==> config.mk <==
export PLATFORM = sky130hd
export DESIGN_NAME = id_ctrl_seq_unit
export DESIGN_NICKNAME = d
export VERILOG_FILES = /design/src/rtl/id_ctrl_pkg.sv /design/src/rtl/id_ctrl_decode.sv /design/src/rtl/id_ctrl_seq_unit.sv
export SDC_FILE = /design/constraint.sdc
export NUM_CORES = 1
export LEC_CHECK = 0
export CORE_MARGIN = 2
export CORE_UTILIZATION = 54
export DETAILED_ROUTE_END_ITERATION = 8
export GPL_ROUTABILITY_DRIVEN = 0
export GPL_TIMING_DRIVEN = 0
export PLACE_DENSITY = 0.84
export RECOVER_POWER = 50
export SLEW_MARGIN = 10
export SYNTH_ARGS = -nofsm -noshare
export SYNTH_HDL_FRONTEND = slang
export SYNTH_SLANG_ARGS = --single-unit
export TNS_END_PERCENT = 30
==> constraint.sdc <==
create_clock -name clk -period 2.6 [get_ports clk]
set_clock_uncertainty 0.15 [all_clocks]
set_input_delay 0.26 -clock clk [delete_from_list [all_inputs] [get_ports clk]]
set_output_delay 0.26 -clock clk [all_outputs]
set_load 0.05 [all_outputs]
==> src/rtl/id_ctrl_pkg.sv <==
// Shared encodings for the ID-stage control sequencer: opcodes, modes,
// ALU command codes, the control bundle and the FSM state type.
package id_ctrl_pkg;

  localparam logic [3:0] OP_AND = 4'b0000;
  localparam logic [3:0] OP_EOR = 4'b0001;
  localparam logic [3:0] OP_SUB = 4'b0010;
  localparam logic [3:0] OP_ADD = 4'b0100;
  localparam logic [3:0] OP_ADC = 4'b0101;
  localparam logic [3:0] OP_SBC = 4'b0110;
  localparam logic [3:0] OP_TST = 4'b1000;
  localparam logic [3:0] OP_CMP = 4'b1010;
  localparam logic [3:0] OP_ORR = 4'b1100;
  localparam logic [3:0] OP_MOV = 4'b1101;
  localparam logic [3:0] OP_MVN = 4'b1111;

  localparam logic [1:0] MODE_DP  = 2'b00;
  localparam logic [1:0] MODE_MEM = 2'b01;
  localparam logic [1:0] MODE_BR  = 2'b10;
  localparam logic [1:0] MODE_BLK = 2'b11;

  localparam logic [3:0] CMD_MOV = 4'b0001;
  localparam logic [3:0] CMD_ADD = 4'b0010;
  localparam logic [3:0] CMD_ADC = 4'b0011;
  localparam logic [3:0] CMD_SUB = 4'b0100;
  localparam logic [3:0] CMD_SBC = 4'b0101;
  localparam logic [3:0] CMD_AND = 4'b0110;
  localparam logic [3:0] CMD_ORR = 4'b0111;
  localparam logic [3:0] CMD_EOR = 4'b1000;
  localparam logic [3:0] CMD_MVN = 4'b1001;

  typedef enum logic {IDLE, BURST} state_t;

  typedef struct packed {
    logic       s;
    logic       b;
    logic       mem_r;
    logic       mem_w;
    logic       wb;
    logic [3:0] cmd;
  } ctrl_t;

endpackage

==> src/rtl/id_ctrl_decode.sv <==
// Combinational op_code/mode/S decoder producing the raw control bundle.
module id_ctrl_decode
  import id_ctrl_pkg::*;
(
  input  logic       s_in,
  input  logic [3:0] op_code,
  input  logic [1:0] mode,
  output ctrl_t      ctrl
);

  always_comb begin
    ctrl = '0;
    case (mode)
      MODE_BR: ctrl.b = ~op_code[3];
      MODE_BLK: begin
        ctrl.cmd = CMD_ADD;
        if (op_code[0]) begin
          ctrl.mem_r = 1'b1;
          ctrl.wb    = 1'b1;
        end else begin
          ctrl.mem_w = 1'b1;
        end
      end
      default: begin
        ctrl.s  = (mode == MODE_DP) ? s_in : 1'b0;
        ctrl.wb = 1'b1;
        case (op_code)
          OP_MOV: ctrl.cmd = CMD_MOV;
          OP_MVN: ctrl.cmd = CMD_MVN;
          OP_ADD: begin
            ctrl.cmd = CMD_ADD;
            // In memory mode ADD forms the address: S selects load vs store
            if (mode == MODE_MEM) begin
              ctrl.wb    = s_in;
              ctrl.mem_r = s_in;
              ctrl.mem_w = ~s_in;
            end
          end
          OP_ADC: ctrl.cmd = CMD_ADC;
          OP_SUB: ctrl.cmd = CMD_SUB;
          OP_SBC: ctrl.cmd = CMD_SBC;
          OP_AND: ctrl.cmd = CMD_AND;
          OP_ORR: ctrl.cmd = CMD_ORR;
          OP_EOR: ctrl.cmd = CMD_EOR;
          OP_CMP: begin
            ctrl.cmd = CMD_SUB;
            ctrl.wb  = 1'b0;
          end
          OP_TST: begin
            ctrl.cmd = CMD_AND;
            ctrl.wb  = 1'b0;
          end
          default: ctrl = '0;
        endcase
      end
    endcase
  end

endmodule

==> src/rtl/id_ctrl_seq_unit.sv <==
// Registered ID-stage control unit with bubble insertion, flush and block-transfer
// sequencing. Define ID_CTRL_STATS_EN to add issue/bubble statistics counters.
module id_ctrl_seq_unit
  import id_ctrl_pkg::*;
#(
  parameter int EXE_CMD_W = 4,
  parameter int BURST_MAX = 4,
  parameter int BEAT_W    = 3
) (
  input  logic                 clk,
  input  logic                 rst_n,
  input  logic                 in_valid,
  output logic                 in_ready,
  input  logic                 s_in,
  input  logic [3:0]           op_code,
  input  logic [1:0]           mode,
  input  logic [BEAT_W-1:0]    burst_len,
  input  logic                 hazard,
  input  logic                 flush,
  output logic                 out_valid,
  input  logic                 out_ready,
  output logic                 s_out,
  output logic                 b,
  output logic                 mem_r_en,
  output logic                 mem_w_en,
  output logic                 wb_en,
  output logic [EXE_CMD_W-1:0] exe_cmd,
  output logic [BEAT_W-1:0]    beat_idx,
  output logic                 last_beat
`ifdef ID_CTRL_STATS_EN
  ,
  output logic [15:0]          stat_issue_cnt,
  output logic [15:0]          stat_bubble_cnt
`endif
);

  state_t             state;
  ctrl_t              dec, ctrl_q, bctrl_q;
  logic [BEAT_W-1:0]  n_eff, n_q, nxt_beat;
  logic               adv, accept, bubble;

  id_ctrl_decode u_dec (
    .s_in    (s_in),
    .op_code (op_code),
    .mode    (mode),
    .ctrl    (dec)
  );

  assign adv      = !out_valid || out_ready;
  assign in_ready = (state == IDLE) && !hazard && !flush && adv;
  assign accept   = in_valid && in_ready;
  assign bubble   = adv && hazard && !flush;
  assign nxt_beat = beat_idx + BEAT_W'(1);

  always_comb begin
    n_eff = burst_len;
    if (burst_len == '0)                     n_eff = BEAT_W'(1);
    else if (burst_len > BEAT_W'(BURST_MAX)) n_eff = BEAT_W'(BURST_MAX);
  end

  always_ff @(posedge clk or negedge rst_n) begin
    if (!rst_n) begin
      state     <= IDLE;
      out_valid <= 1'b0;
      ctrl_q    <= '0;
      bctrl_q   <= '0;
      n_q       <= '0;
      beat_idx  <= '0;
      last_beat <= 1'b0;
    end else if (flush) begin
      state     <= IDLE;
      out_valid <= 1'b0;
      ctrl_q    <= '0;
      beat_idx  <= '0;
      last_beat <= 1'b0;
    end else if (adv) begin
      if (state == BURST) begin
        if (hazard) begin
          // Bubble mid-burst: beat_idx keeps the burst position
          out_valid <= 1'b0;
          ctrl_q    <= '0;
          last_beat <= 1'b0;
        end else begin
          out_valid <= 1'b1;
          ctrl_q    <= bctrl_q;
          beat_idx  <= nxt_beat;
          last_beat <= (nxt_beat == n_q - BEAT_W'(1));
          if (nxt_beat == n_q - BEAT_W'(1)) state <= IDLE;
        end
      end else if (accept) begin
        out_valid <= 1'b1;
        ctrl_q    <= dec;
        beat_idx  <= '0;
        if (mode == MODE_BLK) begin
          bctrl_q   <= dec;
          n_q       <= n_eff;
          last_beat <= (n_eff == BEAT_W'(1));
          if (n_eff != BEAT_W'(1)) state <= BURST;
        end else begin
          last_beat <= 1'b1;
        end
      end else begin
        out_valid <= 1'b0;
        ctrl_q    <= '0;
        beat_idx  <= '0;
        last_beat <= 1'b0;
      end
    end
  end

  assign s_out    = ctrl_q.s;
  assign b        = ctrl_q.b;
  assign mem_r_en = ctrl_q.mem_r;
  assign mem_w_en = ctrl_q.mem_w;
  assign wb_en    = ctrl_q.wb;
  assign exe_cmd  = EXE_CMD_W'(ctrl_q.cmd);

`ifdef ID_CTRL_STATS_EN
  always_ff @(posedge clk or negedge rst_n) begin
    if (!rst_n) begin
      stat_issue_cnt  <= '0;
      stat_bubble_cnt <= '0;
    end else begin
      if (out_valid && out_ready) stat_issue_cnt <= stat_issue_cnt + 16'd1;
      if (bubble)                 stat_bubble_cnt <= stat_bubble_cnt + 16'd1;
    end
  end
`endif

endmodule

**Run 1: routing congestion**

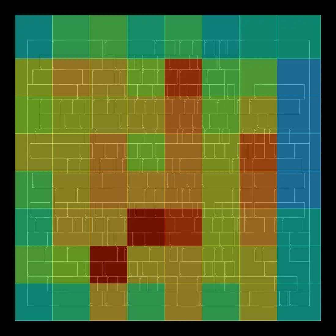
grt peak-use layer: met2
post-route core utilization: 71.1%
total track usage: 21.7%

**Run 1: met2 routing**

The bar under the picture is 20 um long.
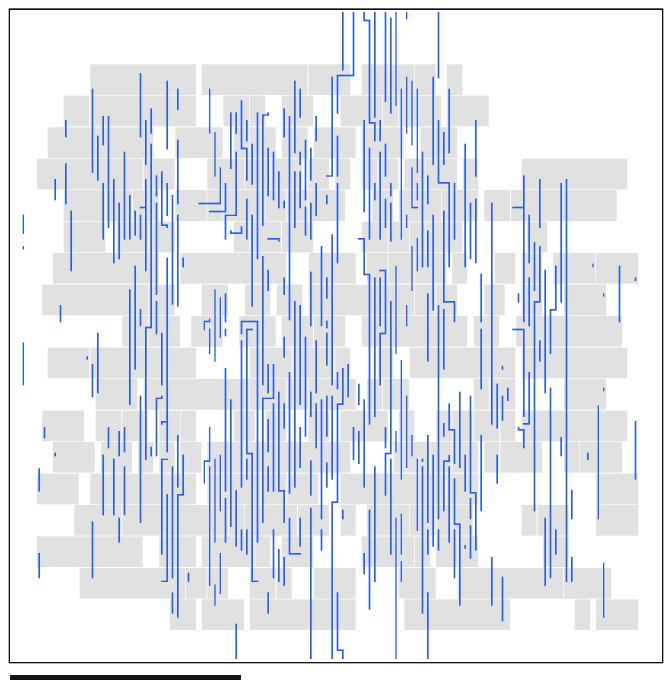
- nets with wire on the layer: 178
- main direction: vertical
- share of all routed wire: 48%
- wire length on this layer: 1630 um

**Run 1: signal wires on met3**

The bar under the picture is 20 um long.
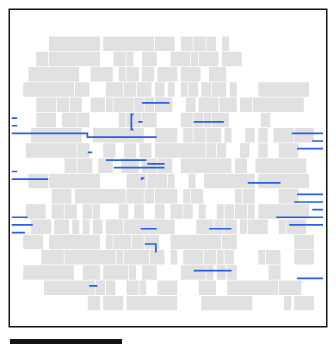
- main direction: horizontal
- wire length on this layer: 137 um
- longest straight run: 13.3 um

-- run 1: critical path, stage by stage (launching register included) --
cell           delay, ns
dfrtp_1             0.41
nor2b_1             0.14
buf_6               0.13
clkbuf_1            0.26
nor4_2              0.19
dlygate4sd2_1       0.55
-- run 1: cells by family (layout without fill, tap and decap cells) --
group | Yosys count | in the layout | share of synthesized area [%]
mux | 4 | 4 | 2.96
buf+inv | 16 | 49 | 4.57
compound gates | 48 | 48 | 20.1
fa+ha+maj | 2 | 2 | 1.69
xor+xnor | 6 | 6 | 3.55
simple gates | 52 | 52 | 21.5
flops | 27 | 27 | 45.7
==> Changelog: implementation, run 1 <==
### Metrics

- Worst hold slack: 0.283 ns
- Registers: 27
- Final ANT Viol Nets: 0
- Clock network power share: 23.1%
- Reg2Reg Capture Point: mem_w_en
- Clk. pwr: 0.188 mW
- Outcome: finished, final reports clean
- MI comb area: 719 sq um
- DRC viols: 0
- CP Capture Type: output port
- End of the critical path: in_ready
- Count of final setup violators: 0
- Initial antenna violation count: 0
- WHS Path Cells: 4
- Hold Crit Class: in -> reg
- Post-DP HPWL: 2500 um
- #FFs+latches synth: 27
- Most flop-heavy register: bctrl_q
- Routed met3 length: 137 um
- Mean Syn Cell Area: 9.54 sq um
- Clk ins delay skew pair: 0.33 ns
- WL met1: 1620 um
- Layout non-clock buf frac: 18.1%
- Met2 GRT Util: 35.1%
- Fraction of layout cells with a size suffix above 1: 5.32%
- Resized cells post-CTS: 1
- Top pwr grp: registers
- RSZ-0062 raised after global routing: no
- Multi-input comb cells: 112
- Most numerous logic cells after layout: 27 x dfrtp_1, 25 x clkdlybuf4s50_1, 13 x a21oi_1
- CTS max path bufs: 2
- Crit. Startpoint: out_valid
- CTS tree: yes
- # IOs: 31
- Layout area overhead: 22.3%
- Ys cells: 155
**Run 1: the metal 1 layer**

The bar under the picture is 20 um long.
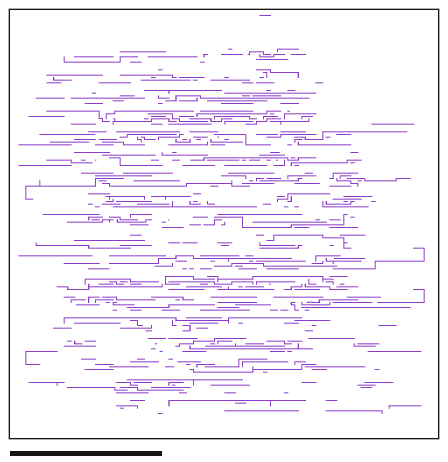

==> inputs of run 2 (changes only) <==
Settings changed: CORE_MARGIN 2 to 1.5.
**Run 2: the metal 1 layer**

The bar under the picture is 20 um long.
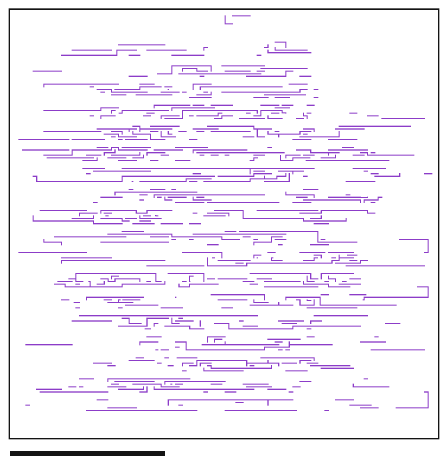
- nets with wire on the layer: 185
- main direction: horizontal
- longest straight run: 24.8 um
- wire length on this layer: 1560 um

**Run 2: met2 routing**

The bar under the picture is 20 um long.
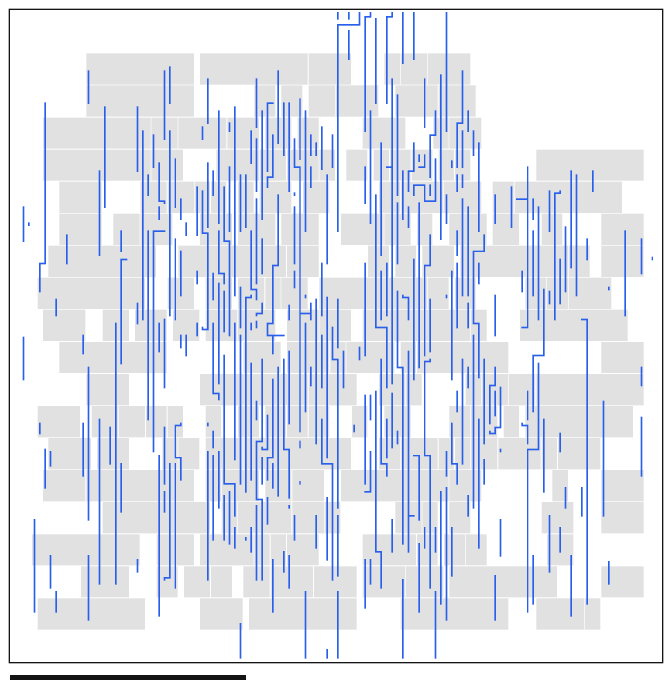
- nets with wire on the layer: 172
- wire length on this layer: 1660 um
- share of all routed wire: 47%
- longest straight run: 25.8 um

==> Changelog: implementation, run 2 <==
### Metrics

- Outcome: finished, final reports clean
- Worst path cell trace: nor2b_1 > buf_6 > clkbuf_1 > nor4_2 > dlygate4sd2_1
- CP Capture Type: output port
- DRC viols: 0 (unchanged)
- Clock network power share: 22.3% (-0.8 points)
- Synth Area in Simple Gates: 21.5% (unchanged)
- Die Width: 55.3 um
- Reg2Reg Capture Point: bctrl_q[5]
- RSZ-0062 raised after global routing: no
- Clk ins delay skew pair: 0.32 ns (about the same)
- Hold Crit Class: in -> reg
- WHS Path Cells: 3 (-1)
- Most numerous logic cells after layout: 27 x dfrtp_1, 26 x clkdlybuf4s50_1, 13 x a21oi_1
- # IOs: 31 (unchanged)
- Share of the yosys chip area belonging to registers: 45.7%
- Fraction of layout cells with a size suffix above 1: 5.85% (+0.53 points)
- Yosys aoi share: 20.1% (unchanged)
- Post-synthesis adder-cell area fraction: 1.69% (unchanged)
- #FFs+latches synth: 27 (unchanged)
- Mean Syn Cell Area: 9.54 sq um (unchanged)
- Worst path bufs/invs: 3 (unchanged)
- Post-DP HPWL: 2490 um (-0.47%)
- Slowest CP cell: dlygate4sd2_1
- Count of final setup violators: 0 (unchanged)
- Worst setup margin: 0.163 ns
- Logic family by area: simple AND/OR/NAND/NOR gates
- Crit. Startpoint: out_valid
- CTS tree: yes
- CP delay by family, top: buffers and inverters
- Clk. pwr: 0.181 mW (-4%)
- Ys cells: 155 (unchanged)
- End of the critical path: in_ready
- Most flop-heavy register: bctrl_q
- Worst hold slack: 0.295 ns (+0.0124 ns)
- CP peak stage delay: 0.55 ns (about the same)
- Final ANT Viol Nets: 0 (unchanged)
- Total track usage: 23.7% (+2.0 points)
- Post-Syn Instances: 155
- Xor/xnor share: 3.55% (unchanged)
- CTS max path bufs: 2 (unchanged)
- Post-route core utilization: 71.7% (+0.59 points)
- Critical Path Stages: 5 (unchanged)
**Run 2: routing congestion**

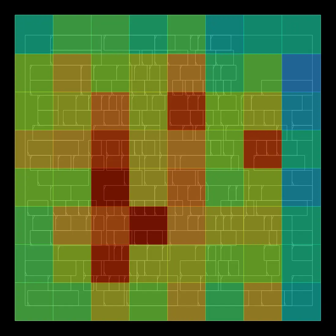
drt wl/cell: 16.1 um
GR Layer Usage met1: 35.1%
grt met3 use: 3.04%

-- run 2: timing repair --
| action | 4_1_cts | 5_1_grt |
|---|---|---|
| hold endpoints to repair | 0 | 27 |
| resized | 1 | 0 |
| endpoints found under the setup margin | 1 | 0 |
| hold buffers | 0 | 1 |
-- run 2: layout make-up --
type,count,area (sq um),area share [%]
buffer,10,45.0,2.47
timing repair buffer,29,283,15.5
tap,30,37.5,2.06
inverter,6,22.5,1.23
sequential,27,676,37.0
clock buffer,4,26.3,1.44
multi-input combinational,112,734,40.3
-- run 2: layer usage --
metal  GRT usage (%)  wire (um)  vias up
met5               0          0        -
met4            8.01         86        0
met3            3.04        201       10
met2            35.9       1660       60
met1            35.1       1560      609
li1                -          -      622
**Run 2: signal wires on met3**

The bar under the picture is 20 um long.
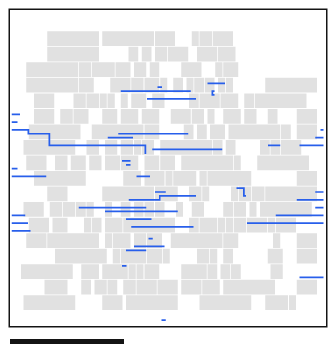

==> inputs of run 3 (changes only) <==
Settings changed: PLACE_DENSITY 0.84 to 0.83, SYNTH_HIERARCHICAL set to 1.
**Run 3: signal wires on met3**

The bar under the picture is 20 um long.
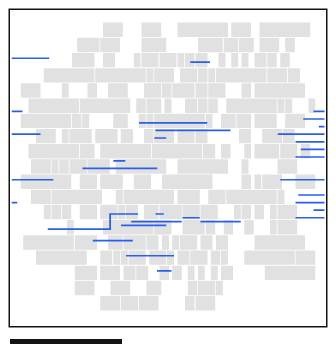
Via Count: 1322
grt met3 use: 5.53%

**Run 3: the metal 1 layer**

The bar under the picture is 20 um long.
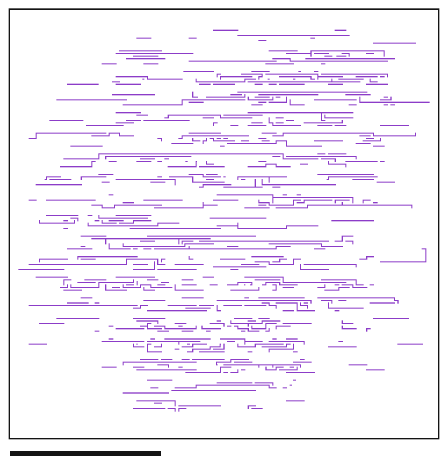
GR Layer Usage met1: 33.7%
Post-Route WL: 3490 um

**Run 3: met2 routing**

The bar under the picture is 20 um long.
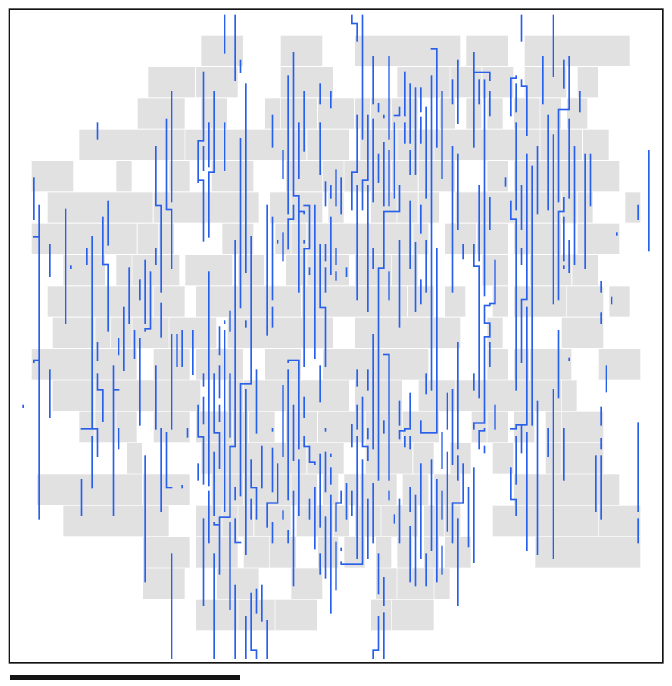
- main direction: vertical
- nets with wire on the layer: 181
- longest straight run: 27.2 um
- wire length on this layer: 1650 um
- share of all routed wire: 47%

==> Changelog: implementation, run 3 <==
### Metrics

- Outcome: finished, final reports clean
- Post-synthesis adder-cell area fraction: 1.61% (-0.078 points)
- #FFs+latches synth: 27 (unchanged)
- Hold Crit Class: in -> reg
- # IOs: 31 (unchanged)
- DR WL met2: 1650 um (-0.36%)
- Worst path bufs/invs: 3 (unchanged)
- Slowest CP cell: dlygate4sd2_1
- CP peak stage delay: 0.55 ns (about the same)
- Clk ins delay skew pair: 0.33 ns (about the same)
- Yosys aoi share: 13.4% (-6.7 points)
- Hold buffer count at cts: 0 (unchanged)
- Synth Area in Simple Gates: 22.8% (+1.3 points)
- End of the critical path: in_ready
- Clk. pwr: 0.179 mW (about the same)
- CTS max path bufs: 2 (unchanged)
- Resized cells post-CTS: 1 (unchanged)
- Logic family by area: simple AND/OR/NAND/NOR gates
- Fraction of layout cells with a size suffix above 1: 6.81% (+0.96 points)
- Grt peak-use layer: met2
- Xor/xnor share: 3.39% (-0.16 points)
==> run 3: through the flow <==
| stage | hold slack [ns] | TNS, ns | power (mW) |
|---|---|---|---|
| 2_1_floorplan | -0.186 | 0 | 0.625 |
| 3_3_place_gp | 0.319 | 0 | 0.685 |
| 3_5_place_dp | 0.328 | -0.00541 | 0.698 |
| 4_1_cts | 0.0649 | 0 | 0.877 |
| 5_1_grt | 0.0329 | 0 | 0.923 |
| 6_report | 0.0454 | 0 | 0.866 |
==> run 3: final cells by class <==
| class | count | area [sq um] |
|---|---|---|
| Clock buffer | 4 | 26.3 |
| Inverter | 6 | 22.5 |
| Fill cell | 214 | 870 |
| Multi-Input combinational cell | 113 | 758 |
| Sequential cell | 27 | 676 |
| Buffer | 14 | 80.1 |
| Tap cell | 31 | 38.8 |
| Timing Repair Buffer | 27 | 263 |
Power and IR drop assume default switching activity.
